==> config.mk <==
export PLATFORM = sky130hd
export DESIGN_NAME = pulse_xfer_scheduler_flat
export DESIGN_NICKNAME = d
export VERILOG_FILES = /design/src/rtl/pulse_xfer_pkg.sv /design/src/rtl/pulse_xfer_scheduler_if.sv /design/src/rtl/rr_arbiter.sv /design/src/rtl/pulse_xfer_scheduler.sv /design/src/flat_wrapper.sv
export SDC_FILE = /design/constraint.sdc
export NUM_CORES = 1
export LEC_CHECK = 0
export CAP_MARGIN = 40
export CORE_MARGIN = 10
export CORE_UTILIZATION = 51
export DETAILED_ROUTE_END_ITERATION = 10
export GPL_TIMING_DRIVEN = 0
export PLACE_DENSITY = 0.82
export SLEW_MARGIN = 20
export SYNTH_ARGS = -nofsm -noshare
export SYNTH_HDL_FRONTEND = slang
export SYNTH_SLANG_ARGS = --single-unit
==> constraint.sdc <==
create_clock -name clk -period 2.1 [get_ports clk]
set_input_delay 0.42 -clock clk [delete_from_list [all_inputs] [get_ports clk]]
set_output_delay 0.42 -clock clk [all_outputs]
set_load 0.03 [all_outputs]
==> src/rtl/pulse_xfer_pkg.sv <==
`default_nettype none
// ============================================================================
// Module      : pulse_xfer_pkg
// Description : Shared FSM state type and tag-width helper for the pulse
//               transfer scheduler.
// Revision    : 1.0 - initial release
// ============================================================================
package pulse_xfer_pkg;

    typedef enum logic [1:0] {
        ST_IDLE    = 2'd0,
        ST_WAIT_HI = 2'd1,
        ST_WAIT_LO = 2'd2
    } xfer_state_e;

    // Smallest tag width able to index n requesters (never below 1 bit).
    function automatic int tag_w_for(input int n);
        int w;
        w = 1;
        while ((1 << w) < n) w++;
        return w;
    endfunction

    localparam int c_default_n_req = 4;
    localparam int c_default_tag_w = tag_w_for(c_default_n_req);

endpackage
`default_nettype wire

==> src/rtl/pulse_xfer_scheduler_if.sv <==
`default_nettype none
// ============================================================================
// Module      : pulse_xfer_scheduler_if
// Description : Requester, channel and status signals of the pulse transfer
//               scheduler; slave modport is the scheduler side.
// Revision    : 1.0 - initial release
// ============================================================================
interface pulse_xfer_scheduler_if
    import pulse_xfer_pkg::*;
#(
    parameter int N_REQ = c_default_n_req,
    parameter int TAG_W = c_default_tag_w
);
    logic [N_REQ-1:0] req_pulse;
    logic             ch_pulse;
    logic             ch_fb;
    logic [TAG_W-1:0] ch_tag;
    logic [N_REQ-1:0] done_pulse;
    logic             busy;
    logic [N_REQ-1:0] pend;
    logic [N_REQ-1:0] ovf;
    logic [N_REQ-1:0] ovf_clr;
    logic             to_err;
    logic             to_clr;

    modport master (
        output req_pulse, ch_fb, ovf_clr, to_clr,
        input  ch_pulse, ch_tag, done_pulse, busy, pend, ovf, to_err
    );

    modport slave (
        input  req_pulse, ch_fb, ovf_clr, to_clr,
        output ch_pulse, ch_tag, done_pulse, busy, pend, ovf, to_err
    );
endinterface
`default_nettype wire

==> src/rtl/rr_arbiter.sv <==
`default_nettype none
// ============================================================================
// Module      : rr_arbiter
// Description : Combinational round-robin pick, searching upward from the
//               pointer with wrap; pointer register lives in the parent.
// Revision    : 1.0 - initial release
// ============================================================================
module rr_arbiter #(
    parameter int N_REQ = 4,
    parameter int TAG_W = 2
) (
    input  wire logic [N_REQ-1:0] i_req,
    input  wire logic [TAG_W-1:0] i_ptr,
    output logic      [N_REQ-1:0] o_gnt,
    output logic      [TAG_W-1:0] o_idx,
    output logic                  o_any
);
    localparam logic [TAG_W:0] c_n = (TAG_W+1)'(N_REQ);

    logic [TAG_W:0]   w_cand;
    logic [TAG_W-1:0] w_idx;
    logic             w_found;

    // One extra bit on the candidate keeps ptr+k from wrapping before the mod.
    always_comb begin
        w_cand  = '0;
        w_idx   = '0;
        w_found = 1'b0;
        for (int k = 0; k < N_REQ; k++) begin
            w_cand = {1'b0, i_ptr} + (TAG_W+1)'(k);
            if (w_cand >= c_n) w_cand = w_cand - c_n;
            if (!w_found && i_req[w_cand[TAG_W-1:0]]) begin
                w_found = 1'b1;
                w_idx   = w_cand[TAG_W-1:0];
            end
        end
    end

    assign o_idx = w_idx;
    assign o_any = w_found;
    assign o_gnt = w_found ? (N_REQ'(1) << w_idx) : '0;
endmodule
`default_nettype wire

==> src/rtl/pulse_xfer_scheduler.sv <==
`default_nettype none
// ============================================================================
// Module      : pulse_xfer_scheduler
// Description : Shares one pulse-prolong CDC channel among N_REQ requesters
//               with round-robin launch, overflow and handshake timeout.
// Revision    : 1.0 - initial release
// ============================================================================
module pulse_xfer_scheduler
    import pulse_xfer_pkg::*;
#(
    parameter int N_REQ  = 4,
    parameter int TAG_W  = tag_w_for(N_REQ),
    parameter int TO_CYC = 1023,
    parameter int TO_W   = 10
) (
    input wire logic clk,
    input wire logic rst,
    pulse_xfer_scheduler_if.slave bus
);
    localparam logic [TO_W-1:0]  c_to_last = TO_W'((TO_CYC == 0) ? 0 : TO_CYC - 1);
    localparam logic [TAG_W-1:0] c_last_ix = TAG_W'(N_REQ - 1);

    xfer_state_e      r_state;
    logic [TAG_W-1:0] r_ptr;
    logic [TAG_W-1:0] r_tag;
    logic [N_REQ-1:0] r_pend;
    logic [N_REQ-1:0] r_ovf;
    logic             r_ch_pulse;
    logic             r_busy;
    logic             r_to_err;
    logic [TO_W-1:0]  r_cnt;

    logic [N_REQ-1:0] w_gnt;
    logic [TAG_W-1:0] w_idx;
    logic             w_any;
    logic [N_REQ-1:0] w_launch_vec;
    logic [N_REQ-1:0] w_ovf_set;
    logic             w_done;
    logic             w_waiting;
    logic             w_progress;
    logic             w_to_hit;
    logic [TAG_W-1:0] w_ptr_nxt;
    logic [TO_W-1:0]  w_cnt_inc;

    rr_arbiter #(
        .N_REQ (N_REQ),
        .TAG_W (TAG_W)
    ) u_arb (
        .i_req (r_pend),
        .i_ptr (r_ptr),
        .o_gnt (w_gnt),
        .o_idx (w_idx),
        .o_any (w_any)
    );

    assign w_launch_vec = (r_state == ST_IDLE) ? w_gnt : '0;
    // A request landing in its own launch cycle is a fresh event, not an overflow.
    assign w_ovf_set    = bus.req_pulse & r_pend & ~w_launch_vec;
    assign w_done       = (r_state == ST_WAIT_LO) && !bus.ch_fb;
    assign w_waiting    = (r_state == ST_WAIT_HI) || (r_state == ST_WAIT_LO);
    assign w_progress   = ((r_state == ST_WAIT_HI) && bus.ch_fb) || w_done;
    assign w_to_hit     = (TO_CYC != 0) && w_waiting && !w_progress && (r_cnt == c_to_last);
    assign w_ptr_nxt    = (w_idx == c_last_ix) ? '0 : w_idx + TAG_W'(1);
    assign w_cnt_inc    = (r_cnt == '1) ? r_cnt : r_cnt + TO_W'(1);

    always_ff @(posedge clk or posedge rst) begin
        if (rst) begin
            r_state    <= ST_IDLE;
            r_ptr      <= '0;
            r_tag      <= '0;
            r_pend     <= '0;
            r_ovf      <= '0;
            r_ch_pulse <= 1'b0;
            r_busy     <= 1'b0;
            r_to_err   <= 1'b0;
            r_cnt      <= '0;
        end else begin
            r_ch_pulse <= 1'b0;
            r_pend     <= (r_pend & ~w_launch_vec) | bus.req_pulse;
            r_ovf      <= (r_ovf & ~bus.ovf_clr) | w_ovf_set;
            if (bus.to_clr) r_to_err <= 1'b0;
            if (w_to_hit)   r_to_err <= 1'b1;

            case (r_state)
                ST_IDLE: begin
                    if (w_any) begin
                        r_ch_pulse <= 1'b1;
                        r_tag      <= w_idx;
                        r_busy     <= 1'b1;
                        r_ptr      <= w_ptr_nxt;
                        r_cnt      <= '0;
                        r_state    <= ST_WAIT_HI;
                    end
                end
                ST_WAIT_HI: begin
                    if (bus.ch_fb) begin
                        r_cnt   <= '0;
                        r_state <= ST_WAIT_LO;
                    end else if (w_to_hit) begin
                        r_busy  <= 1'b0;
                        r_state <= ST_IDLE;
                    end else begin
                        r_cnt   <= w_cnt_inc;
                    end
                end
                ST_WAIT_LO: begin
                    if (w_done || w_to_hit) begin
                        r_busy  <= 1'b0;
                        r_state <= ST_IDLE;
                    end else begin
                        r_cnt   <= w_cnt_inc;
                    end
                end
                default: begin
                    r_busy  <= 1'b0;
                    r_state <= ST_IDLE;
                end
            endcase
        end
    end

    assign bus.ch_pulse   = r_ch_pulse;
    assign bus.ch_tag     = r_tag;
    // Completion is flagged in the very cycle the feedback is seen low.
    assign bus.done_pulse = w_done ? (N_REQ'(1) << r_tag) : '0;
    assign bus.busy       = r_busy;
    assign bus.pend       = r_pend;
    assign bus.ovf        = r_ovf;
    assign bus.to_err     = r_to_err;
endmodule
`default_nettype wire

==> src/flat_wrapper.sv <==
// flat-port wrapper written by rule: the top's interface ports become plain ports
module pulse_xfer_scheduler_flat import pulse_xfer_pkg::*;
#(
    parameter int N_REQ  = 4,
    parameter int TAG_W  = tag_w_for(N_REQ),
    parameter int TO_CYC = 1023,
    parameter int TO_W   = 10
)
  (clk, rst, bus_req_pulse, bus_ch_fb, bus_ovf_clr, bus_to_clr, bus_ch_pulse, bus_ch_tag, bus_done_pulse, bus_busy, bus_pend, bus_ovf, bus_to_err);
  pulse_xfer_scheduler_if #(.N_REQ(N_REQ), .TAG_W(TAG_W)) bus_i ();
  input wire logic clk;
  input wire logic rst;
  input wire logic [$bits(bus_i.req_pulse)-1:0] bus_req_pulse;
  input wire logic [$bits(bus_i.ch_fb)-1:0] bus_ch_fb;
  input wire logic [$bits(bus_i.ovf_clr)-1:0] bus_ovf_clr;
  input wire logic [$bits(bus_i.to_clr)-1:0] bus_to_clr;
  output wire logic [$bits(bus_i.ch_pulse)-1:0] bus_ch_pulse;
  output wire logic [$bits(bus_i.ch_tag)-1:0] bus_ch_tag;
  output wire logic [$bits(bus_i.done_pulse)-1:0] bus_done_pulse;
  output wire logic [$bits(bus_i.busy)-1:0] bus_busy;
  output wire logic [$bits(bus_i.pend)-1:0] bus_pend;
  output wire logic [$bits(bus_i.ovf)-1:0] bus_ovf;
  output wire logic [$bits(bus_i.to_err)-1:0] bus_to_err;
  assign bus_i.req_pulse = bus_req_pulse;
  assign bus_i.ch_fb = bus_ch_fb;
  assign bus_i.ovf_clr = bus_ovf_clr;
  assign bus_i.to_clr = bus_to_clr;
  assign bus_ch_pulse = bus_i.ch_pulse;
  assign bus_ch_tag = bus_i.ch_tag;
  assign bus_done_pulse = bus_i.done_pulse;
  assign bus_busy = bus_i.busy;
  assign bus_pend = bus_i.pend;
  assign bus_ovf = bus_i.ovf;
  assign bus_to_err = bus_i.to_err;
  pulse_xfer_scheduler #(.N_REQ(N_REQ), .TAG_W(TAG_W), .TO_CYC(TO_CYC), .TO_W(TO_W)) u_core (.clk(clk), .rst(rst), .bus(bus_i));
endmodule
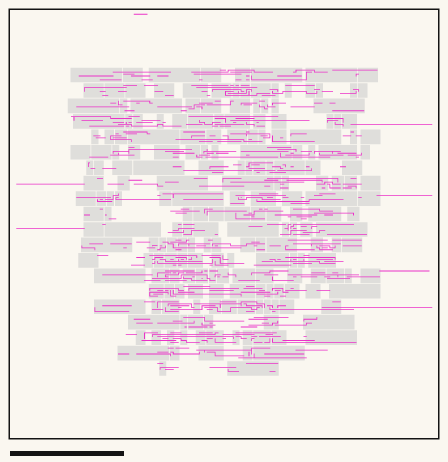
(run_1/met1.png)
Bar = 20 µm.
The wires run mostly horizontal. 213 nets have wire on it. The layer carries 1670 µm of wire.

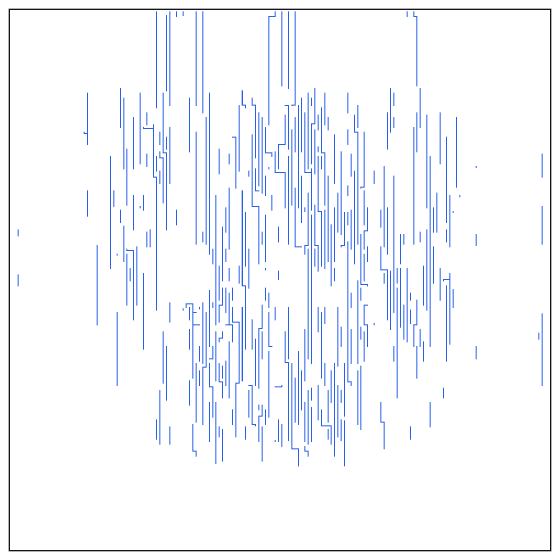
(run_1/met2.png)
The wires run mostly vertical. The layer carries 1860 µm of wire. The layer holds 48% of the routed length.

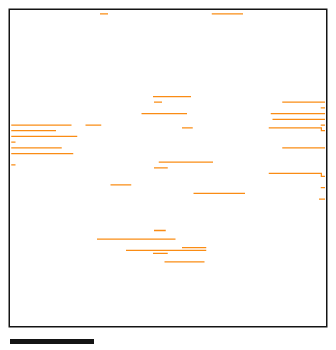
(run_1/met3.png)
Bar = 20 µm.
The wires run mostly horizontal. The layer holds 6.9% of the routed length.

## run 1: cell type report
cell class	instances	area (µm²)
plain buffers	2	15.0
repair buffers	38	364
multi-input cells	128	867
well taps	33	41.3
clock buffers	3	22.5
fillers	245	953
inverters	15	56.3
flip-flops and latches	27	676
clock inverters	1	7.51
## run 1: where the power goes
group          leakage, µW  internal, µW  switching (µW)
combinational     0.000565           675             898
clock            0.0000139          73.2             167
sequential        0.000332           680             181
## run 1: sequential cells by signal, indices dropped and copies added (netlist names)
signal / cells
u_core.r_state: 2
u_core.r_cnt: 10
u_core.r_ptr: 2
u_core.bus.pend: 4
u_core.bus.ch_tag: 2
u_core.bus.ovf: 4
u_core.bus.to_err: 1
u_core.bus.ch_pulse: 1
u_core.bus.busy: 1
## run 1: per-layer routing
metal	share of wire, %	routed length, µm	track usage (%)
met3	6.9	268	2.73
met4	2.4	92	5.57
met5	0	0	0
met2	48	1860	22.3
met1	43	1670	17.4
## run 1: worst paths after layout
check	start	depth (start not counted)	slack, ps	endpoint
setup / recovery	u_core.r_state[1]	7	10	u_core.r_cnt[4]
hold / removal	rst	2	360	u_core.r_cnt[9]
setup reg to reg	u_core.r_state[1]	7	10	u_core.r_cnt[4]
hold reg to reg	u_core.r_cnt[9]	1	540	u_core.r_cnt[9]
max in group asynchronous	rst	3	1300	u_core.bus.to_err
min in group clk	u_core.r_cnt[9]	1	540	u_core.r_cnt[9]
## run 1: synthesized netlist by cell type (all sizes together), types with 2 or more instances
master / number
o21ai: 20
a41oi: 2
and2: 2
nor2: 9
and3: 3
or3: 2
a31oi: 4
nor3: 2
nor2b: 2
o21a: 5
o31ai: 3
or2: 4
a21oi: 9
o41ai: 2
inv: 15
nand3: 7
buf: 2
dfrtp: 27
o22ai: 2
a21boi: 4
ha: 10
nand2: 24
==> impl_metrics.env, run 1 <==
# implementation run metrics
export IMPL_outcome="finished, final reports clean"
export IMPL_finalClockPeriodUsage_pct=99.5
export IMPL_ys_async_sr_fraction_pct=100
export IMPL_routedWlPerCell_um=15.7
export IMPL_fp_nets=195
export IMPL_layout_top_cell="dfrtp_1"
export IMPL_initial_core_util_pct=52.1
export IMPL_area_growth_pct=31.0
export IMPL_drv_slew=0
export IMPL_via_count=1413
export IMPL_fp_dieH_um=75.4
export IMPL_overflow=0
export IMPL_critPathMaxFanout=7
export IMPL_clk_path_buf_depth=2
export IMPL_grt_usage_pct=13.7
export IMPL_mux_share_pct=1.60
export IMPL_yosysCellCount=173
export IMPL_rsz0062_at_grt="true"
export IMPL_htree_levels=1
export IMPL_path_buffers=1
export IMPL_warnings=35
export IMPL_final_util_pct=68.3
export IMPL_whs_ps=362
export IMPL_core_area_um2=3000
export IMPL_clkTransAtPathRegs_ps=150
export IMPL_syn_area_um2=1560
export IMPL_rows=20
export IMPL_die_area_um2=5680
export IMPL_powerDensity_nw_per_um2=1300
export IMPL_cts_resized=26
export IMPL_fin_crit_ps=2090
export IMPL_cp_start_kind="register"
export IMPL_ff_type="dfrtp_1"
export IMPL_finalPower_uw=2670
export IMPL_antenna_found_initial=0
export IMPL_fin_tns_setup_ps=0
export IMPL_crit_required_ps=2340
export IMPL_grt_pass1_wl_mm=6.17
export IMPL_place_area_um2=1920
export IMPL_nets=237
export IMPL_synth_top_area_share_pct=43.2
export IMPL_hold_buffers=0
export IMPL_viasPerCell=5.72
export IMPL_postRouteAntennaNets=0
export IMPL_yosys_area_top_type="dfrtp_1"
export IMPL_grt_max_degree=20
export IMPL_hold_viol_final=0
export IMPL_fmax_mhz=479
export IMPL_maxCapViolations=0
export IMPL_ys_chip_area_um2=1560
export IMPL_drtPass1Iterations=4
export IMPL_synth_avg_cell_area_um2=9.04
export IMPL_yosys_area_share_aoi_pct=23.5
export IMPL_fin_ws_ps=11.2
export IMPL_synth_flops=27
export IMPL_yosysWarnings=0
export IMPL_clkSinkCount=27
export IMPL_seq_area_frac_synth_pct=43.2
export IMPL_grt_pass1_vias=1332
export IMPL_drcViolationCount=0
export IMPL_finalSetupViolCount=0
export IMPL_synthXorXnorAreaFrac_pct=0
export IMPL_place_congestion=0.864
export IMPL_drtIter0Drc=105
export IMPL_end_kind="register"
export IMPL_tightest_slew_ps=428
export IMPL_edf_count=0
export IMPL_hpwl_mm=2.85
export IMPL_cts_root_buf="clkbuf_4"
export IMPL_drt_wl_total_mm=3.89
export IMPL_p_leak_uw=0.000911
export IMPL_path_delay_family="AND-OR/OR-AND gates"
export IMPL_cts_tree="built"
export IMPL_ys_sh_simple_pct=18.9
export IMPL_worstPathArrival_ps=2330
export IMPL_crit_type="register to register"
export IMPL_ios=29
export IMPL_fin_worst_skew_ps=9.27
export IMPL_lay_top_cells="dfrtp_1 (27), nand2_1 (24), clkdlybuf4s50_1 (24)"
export IMPL_synth_cell_types=39
export IMPL_slowest_stage="dfrtp_1"
export IMPL_synth_adder_area_share_pct=8.00
export IMPL_die_w_um=75.4
export IMPL_area_leaders="dfrtp_1 (43%), ha_1 (8.0%), o21ai_0 (5.8%)"
export IMPL_slew_headroom_pct=71.2
export IMPL_synth_cells=173
export IMPL_cts_made_buffers=3
export IMPL_placed_cells=235
export IMPL_layout_cells_non_filler=247
export IMPL_finish_instance_area_um2=2050
export IMPL_postCtsSetupBuffers=2
export IMPL_place_ws_ps=-556
export IMPL_crit_chain="buf_4, ha_4, nor2b_4, a211oi_2, o21a_2, nand2_1, o41ai_1"
export IMPL_synth_logic_top_family="AND-OR/OR-AND gates"
export IMPL_io_buffers=28
export IMPL_hold_path_class="input pin to async pin"
export IMPL_diodes=0
export IMPL_worst_path_largest_cell_delay_ps=430
export IMPL_drive_gt1_share_pct=17.3
export IMPL_ir_drop_mv=0.739
export IMPL_clk_latency_ps=340
==> run_1/drive_strength.png <==
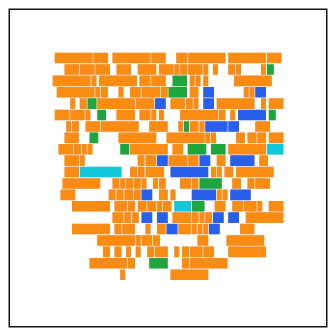

==> run 2: changes to the inputs <==
--- a/config.mk
+++ b/config.mk
@@ -9,7 +9,7 @@
 export CORE_MARGIN = 10
 export CORE_UTILIZATION = 51
 export DETAILED_ROUTE_END_ITERATION = 10
-export GPL_TIMING_DRIVEN = 0
+export GPL_TIMING_DRIVEN = 1
 export PLACE_DENSITY = 0.82
 export SLEW_MARGIN = 20
 export SYNTH_ARGS = -nofsm -noshare
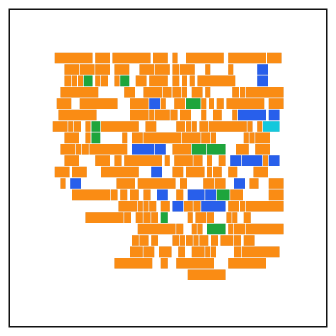
(run_2/drive_strength.png)
drive 3 to 4: in blue, cells 18, share 8.6%. drive 1 or less: in orange, cells 180, share 86%. drive 6 and up: in cyan, cells 1, share 0.48%. drive 2: in green, cells 10, share 4.8%.

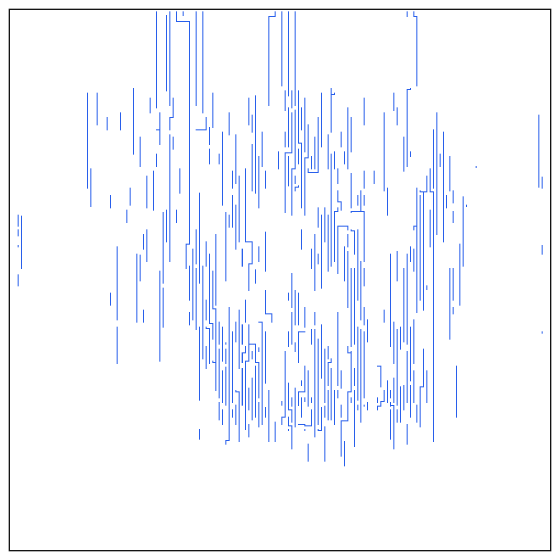
(run_2/met2.png)
The longest straight run is 34.8 µm. The layer carries 1730 µm of wire.

==> run 2 against run 1 <==
Routed wire length shrank 5.9%. Sequential share of layout area is 1.3 points higher. Clock skew increased by 1.5 ps. Via count down 1.1%. Combinational power decreased by 7%. Utilization decreased by 2.7 points. Register-to-register slack better by 100 ps. Design area down 3.9%. Cell count decreased by 2.0%. Count of clock-buffer cells in the layout stayed put. Critical endpoint is now u_core.r_cnt[8].
==> impl_metrics.env, run 2 <==
# implementation run metrics
export IMPL_clkTransAtPathRegs_ps=150
export IMPL_hold_viol_final=0
export IMPL_overflow=0
export IMPL_end_kind="register"
export IMPL_layout_cells_non_filler=242
export IMPL_drtIter0Drc=146
export IMPL_powerDensity_nw_per_um2=1290
export IMPL_maxCapViolations=0
export IMPL_met3_usage_pct=3.26
export IMPL_cts_tree="built"
export IMPL_place_ws_ps=-7.36
export IMPL_slew_headroom_pct=67.1
export IMPL_ios=29
export IMPL_rsz0062_at_grt="true"
export IMPL_fin_worst_skew_ps=10.8
export IMPL_synth_flops=27
export IMPL_viasPerCell=5.78
export IMPL_cts_root_buf="clkbuf_4"
export IMPL_reg2reg_slack_ps=110
export IMPL_diodes=0
export IMPL_yosys_area_top_type="dfrtp_1"
export IMPL_slowest_stage="dfrtp_1"
export IMPL_place_congestion=0.884
export IMPL_critPathMostFrequentCell="buf_4"
export IMPL_most_common_cell="dfrtp_1"
export IMPL_hold_buffers=0
export IMPL_timing_rr_end="u_core.r_cnt[8]"
export IMPL_nets=232
export IMPL_p_leak_uw=0.000885
export IMPL_lay_top_cells="dfrtp_1 (27), nand2_1 (24), clkdlybuf4s50_1 (24)"
export IMPL_cp_start_kind="register"
export IMPL_core_area_um2=3000
export IMPL_grt_usage_pct=13.8
export IMPL_ys_chip_area_um2=1560
export IMPL_drv_slew=0
export IMPL_fp_dieH_um=75.4
export IMPL_fmax_mhz=503
export IMPL_fillers=260
export IMPL_warnings=34
export IMPL_path_delay_family="AND-OR/OR-AND gates"
export IMPL_ir_drop_mv=0.631
export IMPL_die_w_um=75.4
export IMPL_outcome="finished, final reports clean"
export IMPL_clkSinkCount=27
export IMPL_fin_tns_setup_ps=0
export IMPL_fp_nets=195
export IMPL_drcViolationCount=0
export IMPL_grt_max_degree=28
export IMPL_top_usage_layer="met2"
export IMPL_clk_latency_ps=330
export IMPL_hpwl_mm=2.77
export IMPL_postRouteAntennaNets=0
export IMPL_synth_cells=173
export IMPL_layout_top_cell="dfrtp_1"
export IMPL_finalClockPeriodUsage_pct=94.7
export IMPL_yosysWarnings=0
export IMPL_finish_instance_area_um2=1970
export IMPL_path_buffers=2
export IMPL_worst_path_largest_cell_delay_ps=400
export IMPL_met1_usage_pct=17.3
export IMPL_antenna_found_initial=0
export IMPL_drt_wl_total_mm=3.66
export IMPL_fin_crit_ps=1990
export IMPL_initial_core_util_pct=52.1
export IMPL_critPathMaxFanout=7
export IMPL_finalPower_uw=2540
export IMPL_place_area_um2=1910
export IMPL_edf_count=0
export IMPL_seq_area_um2=676
export IMPL_grt_pass1_vias=1421
export IMPL_logic_area_um2=842
export IMPL_ff_type="dfrtp_1"
export IMPL_seq_area_frac_synth_pct=43.2
export IMPL_placed_cells=237
export IMPL_drtPass1Iterations=4
export IMPL_htree_levels=1
export IMPL_die_area_um2=5680
export IMPL_fin_ws_ps=111
export IMPL_area_leaders="dfrtp_1 (43%), ha_1 (8.0%), o21ai_0 (5.8%)"
export IMPL_via_count=1398
export IMPL_ys_async_sr_fraction_pct=100
export IMPL_synth_top_area_share_pct=43.2
export IMPL_routedWlPerCell_um=15.1
export IMPL_final_util_pct=65.6
export IMPL_global_route_usage_met2_pct=22.9
export IMPL_crit_chain="buf_4, ha_1, and2_1, o21bai_1, o21a_1, buf_4, a41oi_1, a21oi_1"
export IMPL_finalSetupViolCount=0
export IMPL_rows=20
export IMPL_grt_pass1_wl_mm=6.31
export IMPL_worstPathArrival_ps=2210
export IMPL_reg2regPathDepth=8
export IMPL_synth_avg_cell_area_um2=9.04
export IMPL_cts_made_buffers=3
export IMPL_ys_top_cells_by_count="dfrtp_1 (27), nand2_1 (24), o21ai_0 (18), inv_1 (15), ha_1 (10)"
export IMPL_tightest_slew_ps=489
export IMPL_yosysCellCount=173
export IMPL_hold_path_class="input pin to async pin"
export IMPL_regMostFlops="u_core.r_cnt"
export IMPL_crit_required_ps=2320
export IMPL_drive_gt1_share_pct=13.9
export IMPL_crit_type="register to register"
export IMPL_syn_area_um2=1560
export IMPL_area_growth_pct=25.9
export IMPL_io_buffers=28
export IMPL_synth_cell_types=39
export IMPL_largest_register_ffs=10
export IMPL_timing_rr_start="u_core.r_state[0]"
export IMPL_whs_ps=435
export IMPL_clk_path_buf_depth=2
[run 2: worst reg2reg max path: cells and delay by family (launching register included)]
kind,cells,cell delay [ps]
AOI/OAI and AO/OA,4,660
adders and majority gates,1,290
and+or+nand+nor,1,230
buffers and inverters,2,300
DFF,1,400
[run 2: how the worst max path moves through the flow]
stage,startpoint,endpoint,slack (ps),cells after the start
CTS,u_core.r_state[1],u_core.r_cnt[8],20,8
finish,u_core.r_state[0],u_core.r_cnt[8],110,8
global route,u_core.r_state[1],u_core.r_cnt[8],-40,8
floorplan,u_core.r_state[0],bus_done_pulse[0],190,4
detailed placement,bus_ch_fb,u_core.r_cnt[0],-7,7
global placement,bus_ch_fb,u_core.r_cnt[7],70,6
[run 2: power breakdown]
group / switching [µW] / total, µW / internal (µW) / leakage (µW)
Sequential: 172 / 852 / 680 / 0.000332
Combinational: 843 / 1460 / 621 / 0.000535
Clock: 156 / 227 / 71.4 / 0.0000177
[run 2: repair_timing]
action,CTS,global route
gates resized,1,5
setup endpoints to repair,4,20
buffers inserted,0,1
[run 2: layout make-up]
class,count,area share [%]
Multi-Input combinational cell,128,42.8
Clock inverter,1,0.254
Clock buffer,3,1.14
Timing Repair Buffer,35,16.6
Tap cell,33,2.10
Sequential cell,27,34.3
Inverter,15,2.86
[run 2: kinds of logic after synthesis]
| group | synth area share [%] |
|---|---|
| multiplexers | 1.60 |
| flip-flops | 43.2 |
| adder cells (fa/ha/maj) | 8.00 |
| buffers and inverters | 4.80 |
| AND-OR/OR-AND | 23.5 |
| AND/OR/NAND/NOR | 18.9 |
[run 2: per-layer routing]
metal	vias up	routed length (µm)
met4	0	35
li1	687	-
met5	-	0
met1	669	1700
met2	40	1730
met3	2	191
==> run_2/met1.png <==
Bar = 20 µm.
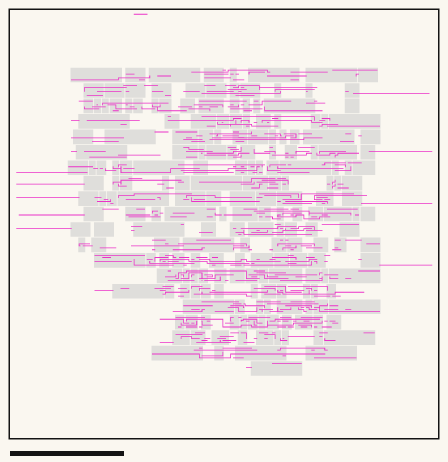

==> run 3: changes to the inputs <==
--- a/config.mk
+++ b/config.mk
@@ -7,10 +7,12 @@
 export LEC_CHECK = 0
 export CAP_MARGIN = 40
 export CORE_MARGIN = 10
-export CORE_UTILIZATION = 51
+export CORE_UTILIZATION = 25
+export CTS_CLUSTER_DIAMETER = 80
 export DETAILED_ROUTE_END_ITERATION = 10
 export GPL_TIMING_DRIVEN = 1
-export PLACE_DENSITY = 0.82
+export PLACE_DENSITY = 0.48
+export SETUP_SLACK_MARGIN = 0.1
 export SLEW_MARGIN = 20
 export SYNTH_ARGS = -nofsm -noshare
 export SYNTH_HDL_FRONTEND = slang
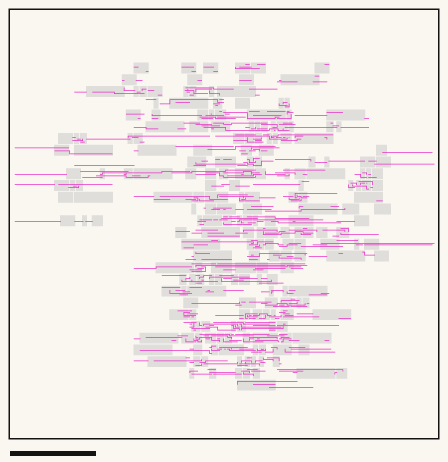
(run_3/met1.png)
Bar = 20 µm.
The wires run mostly horizontal. 220 nets have wire on it. The longest straight run is 26.2 µm.

==> run 3 against run 2 <==
Sequential power about the same. Combinational power increased by about 10%. Largest power group unchanged. Critical path depth down 1.
==> impl_metrics.env, run 3 <==
# implementation run metrics
export IMPL_fp_dieH_um=99.1
export IMPL_place_ws_ps=-25.5
export IMPL_maxCapViolations=0
export IMPL_end_kind="register"
export IMPL_synth_logic_top_family="AND-OR/OR-AND gates"
export IMPL_grt_max_degree=28
export IMPL_ys_sh_simple_pct=18.9
export IMPL_hold_path_class="input pin to async pin"
export IMPL_yosysWarnings=0
export IMPL_wl_met1_mm=1.96
export IMPL_mux_share_pct=1.60
export IMPL_global_route_usage_met2_pct=10.9
export IMPL_lay_top_cells="dfrtp_1 (27), buf_4 (24), nand2_1 (23), clkdlybuf4s50_1 (23), o21ai_0 (17)"
export IMPL_clk_path_buf_depth=2
export IMPL_fin_crit_ps=2000
export IMPL_slew_headroom_pct=70.2
export IMPL_routedWlPerCell_um=13.1
export IMPL_area_leaders="dfrtp_1 (43%), ha_1 (8.0%), o21ai_0 (5.8%)"
export IMPL_finalSetupViolCount=0
export IMPL_drive_gt1_share_pct=23.2
export IMPL_drv_slew=0
export IMPL_synth_top_area_share_pct=43.2
export IMPL_ir_drop_mv=0.571
export IMPL_regMostFlops="u_core.r_cnt"
export IMPL_ys_top_cells_by_count="dfrtp_1 (27), nand2_1 (24), o21ai_0 (18), inv_1 (15), ha_1 (10)"
export IMPL_core_area_um2=5990
export IMPL_cts_root_buf="clkbuf_8"
export IMPL_p_leak_uw=0.000984
export IMPL_cts_tree="built"
export IMPL_rows=28
export IMPL_outcome="finished, final reports clean"
export IMPL_area_growth_pct=41.2
export IMPL_diodes=0
export IMPL_fp_nets=195
export IMPL_route_met2_wl_mm=1.65
export IMPL_met3_usage_pct=1.45
export IMPL_hold_buffers=0
export IMPL_routed_wl_met3_um=238
export IMPL_synth_adder_area_share_pct=8.00
export IMPL_most_common_cell="dfrtp_1"
export IMPL_grt_pass1_wl_mm=6.40
export IMPL_seq_area_frac_synth_pct=43.2
export IMPL_powerDensity_nw_per_um2=1270
export IMPL_cts_made_buffers=3
export IMPL_worstPathArrival_ps=2170
export IMPL_grt_usage_pct=7.65
export IMPL_cp_start_kind="register"
export IMPL_nets=247
export IMPL_io_buffers=28
export IMPL_layout_cells_non_filler=299
export IMPL_yosysCellCount=173
export IMPL_met1_usage_pct=11.0
export IMPL_crit_type="register to register"
export IMPL_place_congestion=0.771
export IMPL_edf_count=0
export IMPL_drt_wl_total_mm=3.91
export IMPL_warnings=34
export IMPL_tightest_slew_ps=444
export IMPL_ff_type="dfrtp_1"
export IMPL_final_util_pct=36.9
export IMPL_hpwl_mm=2.86
export IMPL_hold_viol_final=0
export IMPL_rsz0062_at_grt="true"
export IMPL_layout_top_cell="dfrtp_1"
export IMPL_viasPerCell=4.69
export IMPL_die_w_um=99.1
export IMPL_htree_levels=1
export IMPL_die_area_um2=9820
export IMPL_crit_required_ps=2270
export IMPL_yosys_area_share_aoi_pct=23.5
export IMPL_critPathMaxFanout=8
export IMPL_synth_flops=27
export IMPL_syn_area_um2=1560
export IMPL_routed_top_layer="met4"
export IMPL_top_usage_layer="met1"
export IMPL_finalClockPeriodUsage_pct=95.0
export IMPL_grt_pass1_vias=1294
export IMPL_synth_avg_cell_area_um2=9.04
export IMPL_initial_core_util_pct=26.1
export IMPL_postCtsSetupBuffers=2
export IMPL_fin_ws_ps=105
export IMPL_yosys_area_top_type="dfrtp_1"
export IMPL_drcViolationCount=0
export IMPL_drtPass1Iterations=4
export IMPL_synth_cells=173
export IMPL_postRouteAntennaNets=0
export IMPL_ys_chip_area_um2=1560
export IMPL_via_count=1403
export IMPL_placed_cells=288
export IMPL_largest_register_ffs=10
export IMPL_ios=29
export IMPL_ys_async_sr_fraction_pct=100
export IMPL_whs_ps=496
export IMPL_drtIter0Drc=106
export IMPL_cts_resized=8
export IMPL_clkTransAtPathRegs_ps=100
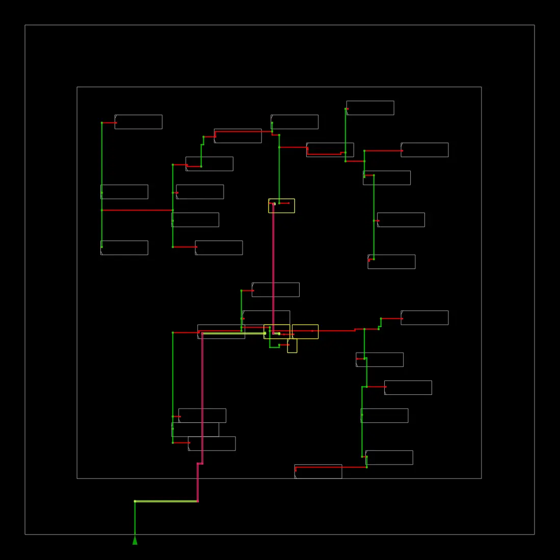
(run_3/final_clocks.png)
clock skew: 4.70 ps
# clk buffers: 3
clk sinks: 27
insertion delay to the later sink of the worst-skew pair: 280 ps
clk pwr: 307 µW

-- run 3: path summary, 6_finish.rpt --
path	start	end	slack (ps)	cells after the start
setup reg to reg	u_core.r_state[1]	u_core.r_cnt[9]	100	7
setup / recovery	u_core.r_state[1]	u_core.r_cnt[9]	100	7
min in group clk	u_core.bus.ovf[0]	u_core.bus.ovf[0]	540	2
max in group asynchronous	rst	u_core.bus.to_err	1330	3
hold / removal	rst	u_core.bus.ovf[0]	500	3
hold reg to reg	u_core.bus.ovf[0]	u_core.bus.ovf[0]	540	2
-- run 3: layout make-up --
class	instances	area, µm²
fill	613	3780
multi-input combinational	128	891
sequential	27	676
timing repair buffer	50	445
tap	75	93.8
inverter	15	56.3
clock buffer	3	41.3
clock inverter	1	5.00
-- run 3: metrics by stage --
stage	instance area, µm²	power [µW]	setup TNS [ps]
6_report	2210	2820	0
5_1_grt	2210	3070	0
4_1_cts	2120	2760	0
3_5_place_dp	2030	2370	-84.4
3_3_place_gp	2030	2370	-81.6
2_1_floorplan	1570	1770	0
-- run 3: worst max-delay path, cell delays in order (launching register included) --
cell	delay (ps)
dfrtp_1	450
inv_2	90
ha_4	280
nand3_2	70
or3_4	380
o21ai_2	340
nor3_1	110
o22a_1	190
-- run 3: where the power goes --
part	total [µW]	leakage (µW)	internal, µW	switching [µW]
logic	1650	0.000626	755	898
clock network	307	0.0000255	133	174
registers	855	0.000332	681	175
-- run 3: logic make-up after synthesis --
| logic type | after synthesis |
|---|---|
| adders and majority gates | 10 |
| buffers and inverters | 18 |
| and+or+nand+nor | 60 |
| muxes | 2 |
| AOI/OAI and AO/OA | 56 |
| DFF | 27 |
Power figures rest on the tool's default switching activity, not on a simulated workload.
